$ cat config.mk
export PLATFORM = sky130hd
export DESIGN_NAME = vga_fb_scheduler_flat
export DESIGN_NICKNAME = d
export VERILOG_FILES = /design/src/rtl/vga_fb_scheduler_pkg.sv /design/src/rtl/vga_fb_scheduler_if.sv /design/src/rtl/vga_fb_scheduler_pix_fifo.sv /design/src/rtl/vga_fb_scheduler.sv /design/src/flat_wrapper.sv
export SDC_FILE = /design/constraint.sdc
export NUM_CORES = 1
export LEC_CHECK = 0
export CORE_ASPECT_RATIO = 1.2
export CORE_MARGIN = 5
export CORE_UTILIZATION = 42
export CTS_BUF_LIST = sky130_fd_sc_hd__clkbuf_8 sky130_fd_sc_hd__clkbuf_16
export CTS_CLUSTER_DIAMETER = 30
export DETAILED_ROUTE_END_ITERATION = 8
export GPL_ROUTABILITY_DRIVEN = 0
export GPL_TIMING_DRIVEN = 1
export MAX_ROUTING_LAYER = met4
export PLACE_DENSITY_LB_ADDON = 0.25
export SYNTH_ARGS = -nofsm -noshare
export SYNTH_HDL_FRONTEND = slang
export SYNTH_SLANG_ARGS = --single-unit
$ cat constraint.sdc
create_clock -name i_clk -period 8.6 [get_ports i_clk]
set_input_delay 1.29 -clock i_clk [delete_from_list [all_inputs] [get_ports i_clk]]
set_output_delay 1.29 -clock i_clk [all_outputs]
set_load 0.005 [all_outputs]
$ cat src/rtl/vga_fb_scheduler_pkg.sv
// Shared types and default display geometry for the VGA frame-buffer scheduler.
package vga_sched_pkg;

    typedef enum logic [1:0] {
        S_IDLE,
        S_FILL,
        S_RUN,
        S_DRAIN
    } state_e;

    localparam int unsigned DEF_H_ACTIVE  = 640;
    localparam int unsigned DEF_V_ACTIVE  = 480;
    localparam int unsigned DEF_FRAME_PIX = DEF_H_ACTIVE * DEF_V_ACTIVE;

    // Bits needed to hold a pixel index in 0..frame_pix-1.
    function automatic int unsigned idx_width(input int unsigned frame_pix);
        return (frame_pix > 1) ? $clog2(frame_pix) : 1;
    endfunction

endpackage

$ cat src/rtl/vga_fb_scheduler_if.sv
// Display, pixel-writer and frame-buffer SRAM signals of the VGA frame-buffer scheduler.
interface vga_fb_if #(
    parameter int unsigned ADDR_W = 20,
    parameter int unsigned DATA_W = 24
);
    logic              frame_start;
    logic              pix_req;
    logic [DATA_W-1:0] color;
    logic              underflow;
    logic              wr_valid;
    logic [ADDR_W-1:0] wr_addr;
    logic [DATA_W-1:0] wr_data;
    logic              wr_ready;
    logic [ADDR_W-1:0] sram_addr;
    logic              sram_we;
    logic              sram_re;
    logic [DATA_W-1:0] sram_wdata;
    logic [DATA_W-1:0] sram_rdata;

    modport master (
        output frame_start, pix_req, wr_valid, wr_addr, wr_data, sram_rdata,
        input  color, underflow, wr_ready, sram_addr, sram_we, sram_re, sram_wdata
    );

    modport slave (
        input  frame_start, pix_req, wr_valid, wr_addr, wr_data, sram_rdata,
        output color, underflow, wr_ready, sram_addr, sram_we, sram_re, sram_wdata
    );
endinterface

$ cat src/rtl/vga_fb_scheduler_pix_fifo.sv
// Synchronous show-ahead pixel FIFO with flush; head is valid whenever the FIFO is not empty.
module vga_pix_fifo #(
    parameter int unsigned DATA_W = 24,
    parameter int unsigned DEPTH  = 16,
    localparam int unsigned PTR_W = $clog2(DEPTH),
    localparam int unsigned CNT_W = PTR_W + 1
) (
    input  logic              clk,
    input  logic              rst,
    input  logic              flush,
    input  logic              push,
    input  logic [DATA_W-1:0] wdata,
    input  logic              pop,
    output logic [DATA_W-1:0] head,
    output logic [CNT_W-1:0]  count,
    output logic              empty,
    output logic              full
);

    logic [DATA_W-1:0] mem_q [DEPTH];
    logic [PTR_W-1:0]  rd_ptr_q;
    logic [PTR_W-1:0]  wr_ptr_q;
    logic [CNT_W-1:0]  count_q;
    logic              do_push;
    logic              do_pop;

    assign empty   = (count_q == '0);
    assign full    = (count_q == CNT_W'(DEPTH));
    assign do_pop  = pop & ~empty;
    assign do_push = push & (~full | do_pop);
    assign head    = mem_q[rd_ptr_q];
    assign count   = count_q;

    always_ff @(posedge clk) begin
        if (rst || flush) begin
            rd_ptr_q <= '0;
            wr_ptr_q <= '0;
            count_q  <= '0;
        end else begin
            if (do_push) begin
                wr_ptr_q <= wr_ptr_q + 1'b1;
            end
            if (do_pop) begin
                rd_ptr_q <= rd_ptr_q + 1'b1;
            end
            if (do_push && !do_pop) begin
                count_q <= count_q + 1'b1;
            end else if (do_pop && !do_push) begin
                count_q <= count_q - 1'b1;
            end
        end
    end

    always_ff @(posedge clk) begin
        if (do_push && !rst && !flush) begin
            mem_q[wr_ptr_q] <= wdata;
        end
    end

endmodule

$ cat src/rtl/vga_fb_scheduler.sv
// Shares one single-port frame-buffer SRAM between VGA display prefetch and a pixel writer.
module vga_fb_scheduler
    import vga_sched_pkg::*;
#(
    parameter int unsigned H_ACTIVE   = DEF_H_ACTIVE,
    parameter int unsigned V_ACTIVE   = DEF_V_ACTIVE,
    parameter int unsigned ADDR_W     = 20,
    parameter int unsigned DATA_W     = 24,
    parameter int unsigned FIFO_DEPTH = 16,
    parameter int unsigned LOW_WM     = 4,
    parameter int unsigned HIGH_WM    = 12,
    parameter int unsigned FB_BASE    = 0
) (
    input logic     i_clk,
    input logic     i_rst,
    vga_fb_if.slave bus
);

    localparam int unsigned FRAME_PIX = H_ACTIVE * V_ACTIVE;
    localparam int unsigned IDX_W     = idx_width(FRAME_PIX);
    localparam int unsigned CNT_W     = $clog2(FIFO_DEPTH) + 1;
    localparam int unsigned LVL_W     = CNT_W + 1;

    localparam logic [IDX_W-1:0] LAST_IDX = IDX_W'(FRAME_PIX - 1);
    localparam logic [LVL_W-1:0] LVL_LOW  = LVL_W'(LOW_WM);
    localparam logic [LVL_W-1:0] LVL_HIGH = LVL_W'(HIGH_WM);
    localparam logic [LVL_W-1:0] LVL_FULL = LVL_W'(FIFO_DEPTH);

    state_e            state_q, state_d;
    logic [IDX_W-1:0]  idx_q, idx_d;
    logic              inflight_q;
    logic              underflow_q;

    logic [CNT_W-1:0]  fifo_count;
    logic              fifo_empty;
    logic              fifo_full;
    logic [DATA_W-1:0] fifo_head;
    logic [LVL_W-1:0]  level;
    logic              can_read;
    logic              do_read;
    logic              do_write;
    logic              push;
    logic              pop;

    // Level counts the read still in flight so the FIFO can never be over-subscribed.
    assign level    = LVL_W'(fifo_count) + LVL_W'(inflight_q);
    assign can_read = (level < LVL_FULL);
    assign push     = inflight_q & ~fifo_full;
    assign pop      = bus.pix_req & ~fifo_empty & ~i_rst;

    vga_pix_fifo #(
        .DATA_W (DATA_W),
        .DEPTH  (FIFO_DEPTH)
    ) u_fifo (
        .clk   (i_clk),
        .rst   (i_rst),
        .flush (bus.frame_start),
        .push  (push),
        .wdata (bus.sram_rdata),
        .pop   (pop),
        .head  (fifo_head),
        .count (fifo_count),
        .empty (fifo_empty),
        .full  (fifo_full)
    );

    always_comb begin
        state_d  = state_q;
        do_read  = 1'b0;
        do_write = 1'b0;
        if (!i_rst) begin
            unique case (state_q)
                S_IDLE, S_DRAIN: begin
                    do_write = bus.wr_valid;
                end
                S_FILL: begin
                    do_read = can_read;
                    if (!can_read) begin
                        state_d = S_RUN;
                    end
                end
                S_RUN: begin
                    if (level <= LVL_LOW) begin
                        do_read = 1'b1;
                    end else if (bus.wr_valid && level >= LVL_HIGH) begin
                        do_write = 1'b1;
                    end else if (can_read) begin
                        do_read = 1'b1;
                    end else begin
                        do_write = bus.wr_valid;
                    end
                end
                default: begin
                    state_d = S_IDLE;
                end
            endcase
            if (do_read && idx_q == LAST_IDX) begin
                state_d = S_DRAIN;
            end
            if (bus.frame_start) begin
                state_d = S_FILL;
            end
        end
    end

    always_comb begin
        idx_d = idx_q;
        if (do_read && idx_q != LAST_IDX) begin
            idx_d = idx_q + 1'b1;
        end
        if (bus.frame_start) begin
            idx_d = '0;
        end
    end

    always_ff @(posedge i_clk) begin
        if (i_rst) begin
            state_q     <= S_IDLE;
            idx_q       <= '0;
            inflight_q  <= 1'b0;
            underflow_q <= 1'b0;
        end else begin
            state_q    <= state_d;
            idx_q      <= idx_d;
            // A read issued alongside a restart belongs to the old frame and is dropped.
            inflight_q <= do_read & ~bus.frame_start;
            if (bus.pix_req && fifo_empty) begin
                underflow_q <= 1'b1;
            end
        end
    end

    always_comb begin
        bus.sram_addr = '0;
        if (do_write) begin
            bus.sram_addr = bus.wr_addr;
        end else if (do_read) begin
            bus.sram_addr = ADDR_W'(FB_BASE) + ADDR_W'(idx_q);
        end
    end

    assign bus.color      = pop ? fifo_head : '0;
    assign bus.underflow  = underflow_q;
    assign bus.wr_ready   = do_write;
    assign bus.sram_we    = do_write;
    assign bus.sram_re    = do_read;
    assign bus.sram_wdata = do_write ? bus.wr_data : '0;

endmodule
$ cat src/flat_wrapper.sv
// flat-port wrapper written by rule: the top's interface ports become plain ports
module vga_fb_scheduler_flat import vga_sched_pkg::*;
#(
    parameter int unsigned H_ACTIVE   = DEF_H_ACTIVE,
    parameter int unsigned V_ACTIVE   = DEF_V_ACTIVE,
    parameter int unsigned ADDR_W     = 20,
    parameter int unsigned DATA_W     = 24,
    parameter int unsigned FIFO_DEPTH = 16,
    parameter int unsigned LOW_WM     = 4,
    parameter int unsigned HIGH_WM    = 12,
    parameter int unsigned FB_BASE    = 0
)
  (i_clk, i_rst, bus_frame_start, bus_pix_req, bus_wr_valid, bus_wr_addr, bus_wr_data, bus_sram_rdata, bus_color, bus_underflow, bus_wr_ready, bus_sram_addr, bus_sram_we, bus_sram_re, bus_sram_wdata);
  vga_fb_if #(.ADDR_W(ADDR_W), .DATA_W(DATA_W)) bus_i ();
  input logic i_clk;
  input logic i_rst;
  input wire logic [$bits(bus_i.frame_start)-1:0] bus_frame_start;
  input wire logic [$bits(bus_i.pix_req)-1:0] bus_pix_req;
  input wire logic [$bits(bus_i.wr_valid)-1:0] bus_wr_valid;
  input wire logic [$bits(bus_i.wr_addr)-1:0] bus_wr_addr;
  input wire logic [$bits(bus_i.wr_data)-1:0] bus_wr_data;
  input wire logic [$bits(bus_i.sram_rdata)-1:0] bus_sram_rdata;
  output wire logic [$bits(bus_i.color)-1:0] bus_color;
  output wire logic [$bits(bus_i.underflow)-1:0] bus_underflow;
  output wire logic [$bits(bus_i.wr_ready)-1:0] bus_wr_ready;
  output wire logic [$bits(bus_i.sram_addr)-1:0] bus_sram_addr;
  output wire logic [$bits(bus_i.sram_we)-1:0] bus_sram_we;
  output wire logic [$bits(bus_i.sram_re)-1:0] bus_sram_re;
  output wire logic [$bits(bus_i.sram_wdata)-1:0] bus_sram_wdata;
  assign bus_i.frame_start = bus_frame_start;
  assign bus_i.pix_req = bus_pix_req;
  assign bus_i.wr_valid = bus_wr_valid;
  assign bus_i.wr_addr = bus_wr_addr;
  assign bus_i.wr_data = bus_wr_data;
  assign bus_i.sram_rdata = bus_sram_rdata;
  assign bus_color = bus_i.color;
  assign bus_underflow = bus_i.underflow;
  assign bus_wr_ready = bus_i.wr_ready;
  assign bus_sram_addr = bus_i.sram_addr;
  assign bus_sram_we = bus_i.sram_we;
  assign bus_sram_re = bus_i.sram_re;
  assign bus_sram_wdata = bus_i.sram_wdata;
  vga_fb_scheduler #(.H_ACTIVE(H_ACTIVE), .V_ACTIVE(V_ACTIVE), .ADDR_W(ADDR_W), .DATA_W(DATA_W), .FIFO_DEPTH(FIFO_DEPTH), .LOW_WM(LOW_WM), .HIGH_WM(HIGH_WM), .FB_BASE(FB_BASE)) u_core (.i_clk(i_clk), .i_rst(i_rst), .bus(bus_i));
endmodule
==> reports/qor.txt, run 1 <==
Vias per cell: 5.47
Final Total Pwr: 5.05 mW
Critical path, cell by cell: buf_4 > mux4_2 > mux4_2 > nor2b_1 > clkdlybuf4s50_1
Top-level I/O count: 145
Stage-log warning count: 32
Net Sw Frac: 20.3%
RSZ-0062 raised after global routing: no
GRT Util Overall: 17.5%
WHS Endpoint: u_core.bus.underflow$_SDFFE_PP0P_
Worst r2r src: u_core.u_fifo.count[1]$_SDFFE_PP0P_
Clock-net power: 2.68 mW
HP Class: reg2reg
Final #Nets: 1150
Distinct lib cells used: 45
Cell type with the largest total area: edfxtp_1
DRT antenna net count: 0
Max-slew violations: 0
Inverter count: 9
Clk_skew: 0.0230 ns
Count leader, synth: edfxtp_1
Fp_density: 42.2%
GRT met2 Usage: 28.8%
Top cells by area: edfxtp_1 68%, mux4_2 16%, dfxtp_1 4.7%
Max reg flops: 384
Synth top cells by count: 384 x edfxtp_1, 120 x mux4_2, 41 x clkbuf_1
Top cells excl fill/tap: 384 x edfxtp_1, 144 x clkdlybuf4s50_1, 120 x mux4_2, 72 x clkbuf_16, 37 x dfxtp_1
Skew-Pair Late Insertion Delay: 0.57 ns
Signal buf overhead: 7.23%
Flop count: 424
Sequential share of power: 44.6%
Data arrival, critical path: 3.87 ns
Antenna diodes: 0
DR vias: 9039
MI comb cells: 399
Clk cell area share: 10.6%
Status: finished clean
CTS sink cnt: 424
Reg area: 12300 µm²
Post-CTS resize count: 0
Fmax: 194 MHz
Logic pwr share: 2.4%
CTS H-tree lvls: 3
Max VDD drop: 0.000114 V
Aoi share: 3.24%
Final instance area: 21500 µm²
Number of CTS-inserted buffers: 69
==> run_1/layers.png <==
Two of the layers only.
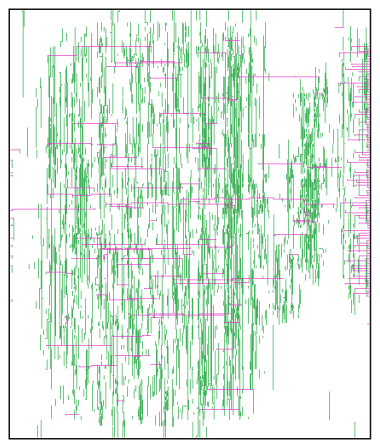
Key: M2 = green [wire length 19300 µm]; M3 = magenta [wire length 2130 µm]

==> run_1/ff_map.png <==
The bar under the picture is 50 µm long. Other sequential cells in the stronger grey, the rest of the logic in the fainter grey.
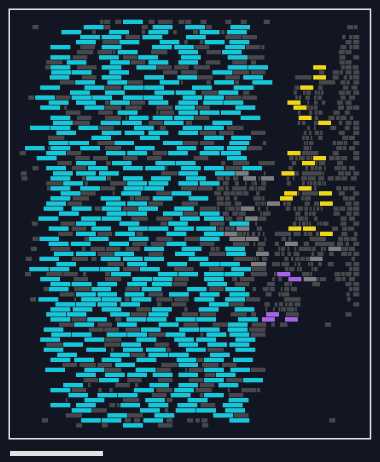
Key: u_core.u_fifo.mem_q = cyan [sequential cells 384]; u_core.idx_q = yellow [sequential cells 19]; u_core.u_fifo.count = purple [sequential cells 5]
Another 16 sequential cells are not coloured.

==> run_1/port_trees.png <==
The bar under the picture is 50 µm long.
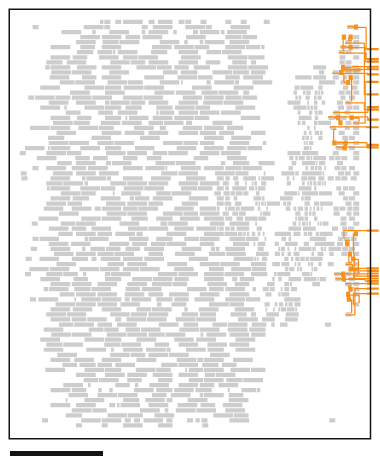
Key: bus_wr_data = orange [bits 24, direction input, edge east, end cells 24, buffers 24, wire 614 µm]

==> run_1/congestion_map.png <==
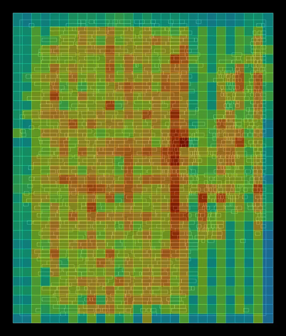
Core Util, Final: 53.2%
M1 GR Usage: 22.1%

==> run_1/m1.png <==
The bar under the picture is 50 µm long. Supply wires on this layer in grey. Cells faint in the background.
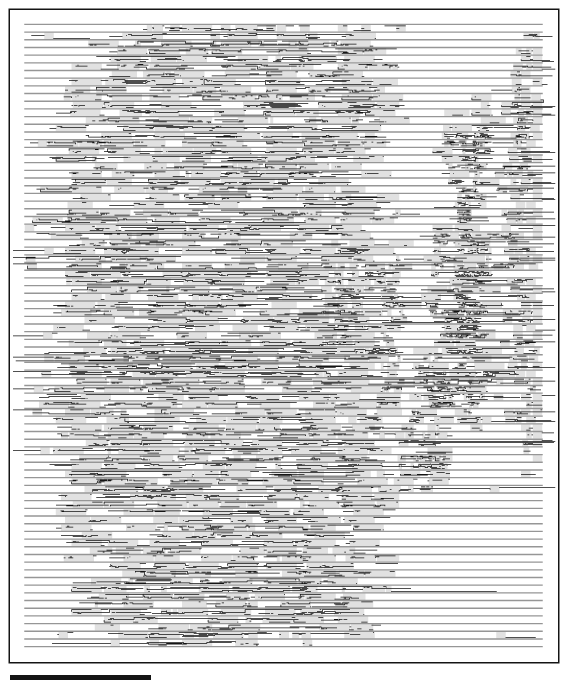

==> inputs of run 2 (changes only) <==
==> constraint.sdc (replaced) <==
create_clock -name i_clk -period 5.23 [get_ports i_clk]
set_input_delay 0.7845 -clock i_clk [delete_from_list [all_inputs] [get_ports i_clk]]
set_output_delay 0.7845 -clock i_clk [all_outputs]
set_load 0.005 [all_outputs]
==> run_2/m1.png <==
The bar under the picture is 50 µm long. Supply wires on this layer in grey. Cells faint in the background.
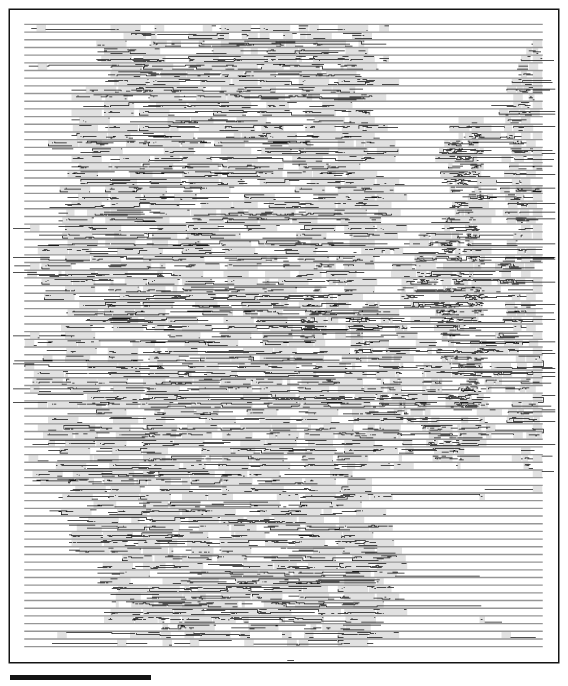
The layer holds 42% of the routed length. 1075 nets have wire on it. The wires run mostly horizontal. The layer carries 15500 µm of wire. The longest straight run is 70.8 µm.
M1 GR Usage: 21.7%
final WL: 36.7 mm
DR vias: 8992

==> reports/qor.txt, run 2 <==
CTS sink cnt: 424 (unchanged)
Max reg flops: 384 (unchanged)
Critical path, cell by cell: ha_1 > ha_1 > nor2b_1 > a221o_1 > a211oi_4 > a22o_1 > clkdlybuf4s50_1 (was buf_4 > mux4_2 > mux4_2 > nor2b_1 > clkdlybuf4s50_1)
Signal buf overhead: 7.39% (was 7.23%)
HP Class: reg2reg (unchanged)
Sequential share of power: 42.6% (was 44.6%)
Core Util, Final: 53.9% (was 53.2%)
DRT antenna net count: 0 (unchanged)
Final instance area: 21800 µm² (was 21500 µm²)
Stage-log warning count: 32 (unchanged)
Vias per cell: 5.40 (was 5.47)
Reg area: 12300 µm² (unchanged)
CTS H-tree lvls: 3 (unchanged)
Skew-Pair Late Insertion Delay: 0.58 ns (was 0.57 ns)
Inverter count: 9 (unchanged)
Logic pwr share: 2.3% (was 2.4%)
Max-slew violations: 0 (unchanged)
Final #Nets: 1157 (was 1150)
Flop count: 424 (unchanged)
Clock-net power: 4.79 mW (was 2.68 mW)
Distinct lib cells used: 45 (unchanged)
Number of CTS-inserted buffers: 72 (was 69)
Fmax: 236 MHz
Final Total Pwr: 8.70 mW (was 5.05 mW)
RSZ-0062 raised after global routing: no (unchanged)
Post-CTS resize count: 0 (unchanged)
Data arrival, critical path: 3.44 ns (was 3.87 ns)
Top-level I/O count: 145 (unchanged)
MI comb cells: 399 (unchanged)
Status: finished clean (unchanged)
WHS Endpoint: u_core.bus.underflow$_SDFFE_PP0P_ (unchanged)
Synth top cells by count: 384 x edfxtp_1, 120 x mux4_2, 41 x clkbuf_1 (unchanged)
==> run_2/layers.png <==
Two of the layers only.
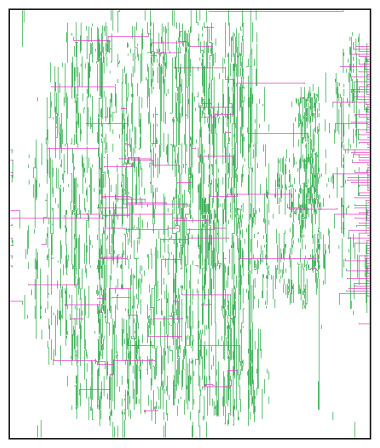
Key: M2 = green [wire length 18600 µm]; M3 = magenta [wire length 1910 µm]
GRT Util Overall: 17.0%
wire per inst: 22.0 µm

Power figures rest on the tool's default switching activity, not on a simulated workload.
